==> src/rtl/restador_pkg.sv <==
// restador_pkg: shared state encoding and parameter legality check for the serial subtractor
package restador_pkg;
  localparam logic [1:0] ST_IDLE = 2'd0;
  localparam logic [1:0] ST_RUN  = 2'd1;
  localparam logic [1:0] ST_DONE = 2'd2;
  typedef enum logic [1:0] {IDLE = ST_IDLE, RUN = ST_RUN, DONE = ST_DONE} state_t;
  function automatic bit params_ok(input int width, input int digit);
    return width >= 2 && digit >= 1 && (width % digit) == 0;
  endfunction
endpackage

==> src/rtl/restador_digito.sv <==
// restador_digito: combinational DIGIT-bit ripple subtractor slice with MSB borrow-in for overflow
module restador_digito #(
  parameter int DIGIT = 1
) (
  input  logic [DIGIT-1:0] i_x,
  input  logic [DIGIT-1:0] i_y,
  input  logic             i_cin,
  output logic [DIGIT-1:0] o_d,
  output logic             o_cout,
  output logic             o_cmsb
);
  logic [DIGIT:0] w_c;
  // ripple the borrow through the slice, one full subtractor per bit
  always_comb begin
    w_c    = '0;
    w_c[0] = i_cin;
    o_d    = '0;
    for (int i = 0; i < DIGIT; i++) begin
      o_d[i]   = i_x[i] ^ i_y[i] ^ w_c[i];
      w_c[i+1] = (~i_x[i] & i_y[i]) | (~(i_x[i] ^ i_y[i]) & w_c[i]);
    end
  end
  assign o_cout = w_c[DIGIT];
  assign o_cmsb = w_c[DIGIT-1];
endmodule

==> src/rtl/restador_serie.sv <==
// restador_serie: digit-serial subtractor computing a - b - bin, LSB slice first
module restador_serie
  import restador_pkg::*;
#(
  parameter int WIDTH = 8,
  parameter int DIGIT = 1
) (
  input  logic             clk,
  input  logic             rst_n,
  input  logic             start,
  input  logic [WIDTH-1:0] a,
  input  logic [WIDTH-1:0] b,
  input  logic             bin,
  output logic [WIDTH-1:0] diff,
  output logic             bout,
  output logic             ovf,
  output logic             zero,
  output logic             busy,
  output logic             done
);
  localparam int N  = WIDTH / DIGIT;
  localparam int CW = $clog2(N + 1);
  localparam logic [CW-1:0] LAST = CW'(N - 1);

  if (!params_ok(WIDTH, DIGIT)) begin : g_bad_params
    $fatal(1, "restador_serie: WIDTH=%0d must be >= 2 and a multiple of DIGIT=%0d", WIDTH, DIGIT);
  end

  state_t           r_state, w_state_nx;
  logic [CW-1:0]    r_cnt;
  logic [WIDTH-1:0] r_a, r_b, r_diff, w_diff_nx;
  logic             r_borrow, r_bout, r_ovf, r_zero;
  logic [DIGIT-1:0] w_d;
  logic             w_cout, w_cmsb, w_last;

  // operands shift right each digit, so the active slice is always the low DIGIT bits
  restador_digito #(.DIGIT(DIGIT)) u_digito (
    .i_x   (r_a[DIGIT-1:0]),
    .i_y   (r_b[DIGIT-1:0]),
    .i_cin (r_borrow),
    .o_d   (w_d),
    .o_cout(w_cout),
    .o_cmsb(w_cmsb)
  );

  assign w_last    = r_cnt == LAST;
  assign w_diff_nx = WIDTH'({w_d, r_diff} >> DIGIT);

  // state register
  always_ff @(posedge clk or negedge rst_n) begin
    if (!rst_n) r_state <= IDLE;
    else        r_state <= w_state_nx;
  end

  // next-state and status decode
  always_comb begin
    w_state_nx = r_state;
    busy       = 1'b0;
    done       = 1'b0;
    case (r_state)
      IDLE: w_state_nx = start ? RUN : IDLE;
      RUN: begin
        busy       = 1'b1;
        w_state_nx = w_last ? DONE : RUN;
      end
      DONE: begin
        done       = 1'b1;
        w_state_nx = IDLE;
      end
      default: w_state_nx = IDLE;
    endcase
  end

  // datapath: latch on accepted start, one slice per RUN edge, flags captured on the last slice
  always_ff @(posedge clk or negedge rst_n) begin
    if (!rst_n) begin
      r_cnt    <= '0;
      r_a      <= '0;
      r_b      <= '0;
      r_borrow <= 1'b0;
      r_diff   <= '0;
      r_bout   <= 1'b0;
      r_ovf    <= 1'b0;
      r_zero   <= 1'b0;
    end else if (r_state == IDLE && start) begin
      r_cnt    <= '0;
      r_a      <= a;
      r_b      <= b;
      r_borrow <= bin;
      r_diff   <= '0;
    end else if (r_state == RUN) begin
      r_cnt    <= r_cnt + 1'b1;
      r_a      <= r_a >> DIGIT;
      r_b      <= r_b >> DIGIT;
      r_borrow <= w_cout;
      r_diff   <= w_diff_nx;
      if (w_last) begin
        r_bout <= w_cout;
        r_ovf  <= w_cmsb ^ w_cout;
        r_zero <= w_diff_nx == '0;
      end
    end
  end

  assign diff = r_diff;
  assign bout = r_bout;
  assign ovf  = r_ovf;
  assign zero = r_zero;
endmodule

==> config.mk <==
export PLATFORM = sky130hd
export DESIGN_NAME = restador_serie
export DESIGN_NICKNAME = d
export VERILOG_FILES = /design/src/rtl/restador_pkg.sv /design/src/rtl/restador_digito.sv /design/src/rtl/restador_serie.sv
export SDC_FILE = /design/constraint.sdc
export NUM_CORES = 1
export LEC_CHECK = 0
export CAP_MARGIN = 40
export CELL_PAD_IN_SITES_DETAIL_PLACEMENT = 1
export CELL_PAD_IN_SITES_GLOBAL_PLACEMENT = 1
export CORE_MARGIN = 4
export CORE_UTILIZATION = 39
export CTS_CLUSTER_DIAMETER = 120
export CTS_CLUSTER_SIZE = 12
export DETAILED_ROUTE_END_ITERATION = 6
export PLACE_DENSITY_LB_ADDON = 0.3
export RECOVER_POWER = 50
export SETUP_SLACK_MARGIN = 0.5
export SYNTH_ARGS = -nofsm -noshare
export SYNTH_HDL_FRONTEND = slang
export SYNTH_SLANG_ARGS = --single-unit
==> constraint.sdc <==
create_clock -name clk -period 1.8 [get_ports clk]
set_clock_uncertainty 0.1 [all_clocks]
set_input_delay 0.27 -clock clk [delete_from_list [all_inputs] [get_ports clk]]
set_output_delay 0.27 -clock clk [all_outputs]
set_load 0.05 [all_outputs]
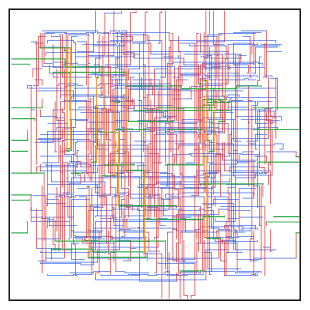
**Above:** run 1 (wiring by layer).
Scale: 4 px per µm.
[green] met3 | wire length: 431 µm
[red] met2 | wire length: 3,640 µm
[orange] met4 | wire length: 299 µm
[blue] met1 | wire length: 2,980 µm
WL final: 7350 µm
routed via count: 1,677
Tot GR Track Use: 27.2%
Avg WL per Cell: 26.1 µm

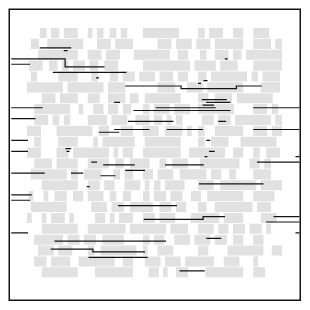
**Above:** run 1 (met3 routing).
Scale: 4 px per µm.
nets with wire on the layer: 37
wire length on this layer: 431 µm
longest straight run: 27.6 µm
share of all routed wire: 5.9%
main direction: horizontal
grt met3 use: 9.14%

==> results.tsv, run 1 <==
stage	metric	value	unit
outcome	outcome	completed	
clocking	Clock Path Buffers	2	
yosys	distinct lib cells	28	
final_timing	RSZ-0062 raised after global routing	true	
setup_path	Startpoint Class	flip-flop	
yosys	XORs/XNORs by Area	0.542	%
clocking	CTS buffer count	5	
final_timing	Slew @ Worst Pin	0.890	ns
layout	area delta synth->final	71.2	%
power	Final Power	0.00584	W
clocking	CTS root buf	clkbuf_8	
yosys	cells in synth_stat.txt	151	
yosys	area reported by Yosys stat	1620	µm²
layout	diode count	0	
power	Power Density	2110	nW/µm²
global_routing	Global Route met1 Usage	33.2	%
drt	antenna-violating nets left	0	
yosys	area share of fa/ha/maj cells after synthesis	2.01	%
global_routing	first-pass GRT wire length	10200	µm
yosys	Floorplan Nets	173	
placement	HPWL after DPL	2900	µm
placement	dpl ws	-0.0245	ns
yosys	Top cell area share	52.6	%
global_routing	GR Util met2	45.1	%
final_timing	final setup margin	0.198	ns
yosys	Mean Syn Cell Area	10.7	µm²
clocking	Clock Sinks	34	
yosys	area of the mapped netlist	1620	µm²
yosys	Post-synth top cells	34 x dfrtp_1, 16 x a21oi_1, 14 x a22oi_1	
drt	vias per inst	5.95	
setup_path	maximum fanout along the worst path	2	
final_timing	Tcrit/Tclk final	89.0	%
global_routing	total grt overflow	0	
floorplan	io pins	33	
yosys	top cell type by instance count after synthesis	dfrtp_1	
clocking	CTS H-tree depth	2	
drt	# DRC	0	
layout	most numerous logic cells after layout	29 x dfrtp_1, 22 x buf_6, 21 x buf_4	
clocking	CTS tree	done	
setup_path	Worst EP arrival	1.73	ns
setup_path	Crit Path Class	flip-flop to flip-flop	
yosys	Top logic family	AND-OR/OR-AND gates	
final_timing	Hold Fails Final Rpt	0	
yosys	dominant synthesized flop cell	dfrtp_1	
final_timing	slew margin rel.	40.7	%
final_timing	Setup-failing EPs final	0	
floorplan	die area	5240	µm²
yosys	Yosys warnings	0	
final_timing	min cycle time layout	1.60	ns
yosys	Seq cells post-synth	34	
drt	First-pass DRT Iterations	4	
layout	fillers	396	
yosys	aoi share	24.5	%
drt	DRT met1 WL	2980	µm
placement	routability congestion estimate	0.712	
worst_hold_path	Hold Crit Class	flip-flop to flip-flop	
clocking	clock-pin slew of the registers on the worst-case setup and hold paths	0.08	ns
floorplan	core area	4000	µm²
run	max_cap viols	0	
floorplan	Std-Cell Rows	23	
setup_path	critical path endpoint category	flip-flop	
drt	first-iteration detailed-routing DRC count	91	
setup_path	cells on worst reg2reg path	5	
clocking	CTS hold repair buffers	0	
worst_hold_path	hold path cells	2	
yosys	mux frac, synth	2.63	%
run	tool warnings	29	
global_routing	initial antenna violation count	0	
drt	max layer used	met4	
setup_path	CP required	1.93	ns
yosys	Cells after Synth	151	
final_timing	Max Clock Freq	624	MHz
drt	Met3 Wirelength	431	µm
yosys	Synth area leaders	dfrtp_1 53%, a22oi_1 6.5%, a22o_1 5.4%, a21oi_1 5.0%, nor2b_1 4.3%	
yosys	register share after synthesis	52.6	%
global_routing	vias in the first global route	1775	
yosys	Async SR Flop Fraction	100	%
clocking	Insertion Delay late pin	0.32	ns
floorplan	FP Core Util	40.4	%
layout	most numerous logic cell after layout	dfrtp_1	
final_timing	Max Slew Vio Count	0	
yosys	Post-Synth Simple-Gate Area	12.8	%
power	maximum VDD drop	1.42	mV
global_routing	Top Usage Layer GRT	met2	
floorplan	Die Width	72.4	µm
power	Static Leak	1.21	nW
placement	port buffer count	32	
layout	final design utilization	69.2	%
global_routing	largest net degree at the start of global routing	35	
yosys	largest area contributor in the netlist	dfrtp_1	
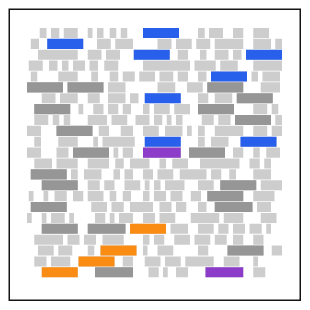
**Above:** run 1 (sequential cells grouped by signal name).
Scale: 4 px per µm.
[purple] r_state | flops: 2
[blue] r_b | flops: 8
[orange] r_cnt | flops: 4
not coloured: 20

-- run 1: power breakdown --
part | switching [W] | total (W) | internal [W]
clock | 0.000327 | 0.000636 | 0.000309
combinational | 0.00184 | 0.00373 | 0.00189
sequential | 0.000375 | 0.00147 | 0.00109
total | 0.00254 | 0.00584 | 0.00329
-- run 1: final cells by class --
class                      count  area (µm²)  share of cell area (%)
multi-input combinational    104         856                    30.9
timing repair buffer          81         875                    31.6
sequential                    34         857                    31.0
tap                           50        62.6                    2.26
clock inverter                 1        5.00                   0.181
inverter                       5        26.3                   0.949
clock buffer                   7        86.3                    3.12
-- run 1: worst max-delay path: stages, from the launching register on --
cell and delay, ns:
dfrtp_1 0.42, inv_2 0.09, fa_2 0.48, nor4_2 0.17, nand2_1 0.12, mux2i_1 0.15
-- run 1: sequential cells by signal, indices dropped and copies added, names as in the netlist --
register and flops:
bout 1, diff 8, ovf 1, r_a 8, r_b 8, r_borrow 1
r_cnt 4, r_state 2, zero 1
-- run 1: per-stage QoR --
step	std cells	instance area, µm²	TNS, ns	hold slack, ns
6_report	282	2770	0	0.426
5_1_grt	282	2770	0	0.451
4_1_cts	271	2600	0	0.291
3_5_place_dp	231	2010	-0.0245	0.402
3_3_place_gp	231	2010	0	0.384
2_1_floorplan	151	1640	0	-0.126
-- run 1: worst paths after layout --
path / startpoint / endpoint / slack, ns
setup / recovery: r_b[0] / zero / 0.20
hold / removal: zero / zero / 0.43
setup reg to reg: r_b[0] / zero / 0.20
hold reg to reg: zero / zero / 0.43
max in group asynchronous: rst_n / r_state[1] / 0.49
min in group asynchronous: rst_n / r_a[6] / 0.50
-- run 1: what timing repair did --
item | 4_1_cts | 5_1_grt
setup buffers | 26 | 11
pin swaps | 10 | 17
resized | 61 | 36
cloned | 6 | 0
setup endpoints to repair | 38 | 43
==> run 2: changes to the inputs <==
- TNS_END_PERCENT: not set -> 100
==> results.tsv, run 2 <==
stage	metric	value	unit	change
power	Sw Share	43.6	%	unchanged
placement	port buffer count	32		unchanged
layout	most numerous logic cells after layout	29 x dfrtp_1, 22 x buf_6, 21 x buf_4		
clocking	CTS root buf	clkbuf_8		
drt	routed via count	1677		unchanged
placement	HPWL after DPL	2900	µm	unchanged
yosys	Synth area leaders	dfrtp_1 53%, a22oi_1 6.5%, a22o_1 5.4%, a21oi_1 5.0%, nor2b_1 4.3%		
drt	vias per inst	5.95		unchanged
final_timing	Tcrit/Tclk final	89.0	%	unchanged
final_timing	Max Clock Freq	624	MHz	unchanged
yosys	register share after synthesis	52.6	%	unchanged
power	Final Power	0.00584	W	unchanged
power	Sequential Power Share	25.1	%	about the same
setup_path	critical path, cell by cell	inv_2 > fa_2 > nor4_2 > nand2_1 > mux2i_1		
power	top power group	combinational cells		
setup_path	Startpoint Class	flip-flop		
layout	most numerous logic cell after layout	dfrtp_1		
setup_path	maximum fanout along the worst path	2		unchanged
yosys	area reported by Yosys stat	1620	µm²	unchanged
run	max_cap viols	0		unchanged
yosys	Seq cells post-synth	34		unchanged
outcome	outcome	completed		
power	Seq power	0.00147	W	about the same
yosys	Async SR Flop Fraction	100	%	unchanged
setup_path	CP peak stage delay	0.48	ns	about the same
clocking	Clock Path Buffers	2		unchanged
yosys	top cell type by instance count after synthesis	dfrtp_1		
clocking	Clock Sinks	34		unchanged
layout	area delta synth->final	71.2	%	unchanged
floorplan	core area	4000	µm²	unchanged
placement	Placed Instances	231		unchanged
placement	dpl ws	-0.0245	ns	unchanged
final_timing	Max Slew Vio Count	0		unchanged
power	comb pwr	0.00373	W	about the same
floorplan	Std-Cell Rows	23		unchanged
power	maximum VDD drop	1.42	mV	unchanged
power	Power Density	2110	nW/µm²	unchanged
global_routing	first-pass GRT wire length	10200	µm	unchanged
layout	post-route insts no fill	282		unchanged
yosys	area of the mapped netlist	1620	µm²	unchanged
clocking	clock-pin slew of the registers on the worst-case setup and hold paths	0.08	ns	about the same
power	Static Leak	1.21	nW	unchanged
setup_path	Worst EP arrival	1.73	ns	about the same
## run 2: metrics by stage
step                      TNS (ns)  utilization, %  area [µm²]
after global routing             0            69.2        2770
final                            0            69.2        2770
after global placement           0            50.2        2010
after floorplan                  0               -        1640
after detailed placement   -0.0245            50.2        2010
after CTS                        0            64.9        2600
## run 2: worst min-delay path, stage by stage (launching register included)
cell,delay [ns]
dfrtp_1,0.38
inv_1,0.05
mux2i_1,0.05
## run 2: final timing paths
kind | from | end | slack (ns) | cells after the start
min in group asynchronous | rst_n | r_a[6] | 0.50 | 2
max in group asynchronous | rst_n | r_state[1] | 0.49 | 2
min reg2reg | zero | zero | 0.43 | 2
max | r_b[0] | zero | 0.20 | 5
min | zero | zero | 0.43 | 2
max reg2reg | r_b[0] | zero | 0.20 | 5
## run 2: cells by family after synthesis
logic type                 synth area share, %
AOI/OAI and AO/OA                         24.5
DFF                                       52.6
and+or+nand+nor                           12.8
buffers and inverters                     4.80
muxes                                     2.63
adders and majority gates                 2.01
xor gates and xnor gates                 0.542
## run 2: what timing repair did
action / in CTS / in global routing
setup endpoints to repair: 38 / 43
setup buffers: 26 / 11
hold endpoints to repair: 0 / 0
pin swaps: 10 / 17
gates resized: 61 / 36
hold buffers: 0 / 0
gates cloned: 6 / 0
## run 2: routing by layer
metal / share of wire [%] / global-route usage [%] / wire, µm
met5: 0 / 0 / 0
met3: 5.9 / 9.14 / 431
met2: 49 / 45.1 / 3640
met1: 41 / 33.2 / 2980
met4: 4.1 / 9.22 / 299
## run 2: area by class of cell
type,instances,area share (%)
Multi-Input combinational cell,104,30.9
Clock inverter,1,0.181
Clock buffer,7,3.12
Sequential cell,34,31.0
Tap cell,50,2.26
Timing Repair Buffer,81,31.6
Inverter,5,0.949
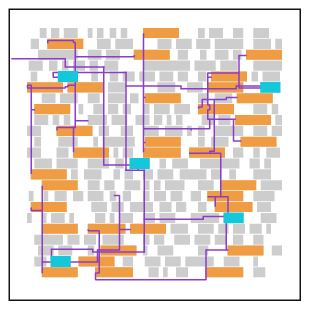
**Above:** run 2 (routed clock nets over the placement).
Scale: 4 px per µm.
[purple] clock wires | length: 607 µm
[cyan] cells driving clock nets | count: 5
[orange] flip-flops | count: 34
flops lie: all over the die
Insertion Delay late pin: 0.32 ns
clock network power share: 10.9%
Power Clock: 0.000636 W

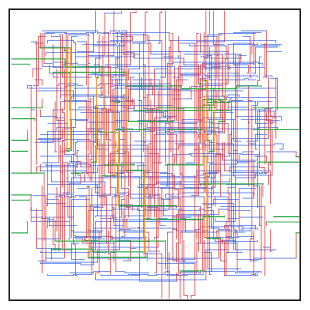
**Above:** run 2 (wiring by layer).
Scale: 4 px per µm.
[red] met2 | wire length: 3,640 µm
[blue] met1 | wire length: 2,980 µm
[orange] met4 | wire length: 299 µm
[green] met3 | wire length: 431 µm

Power figures rest on the tool's default switching activity, not on a simulated workload.
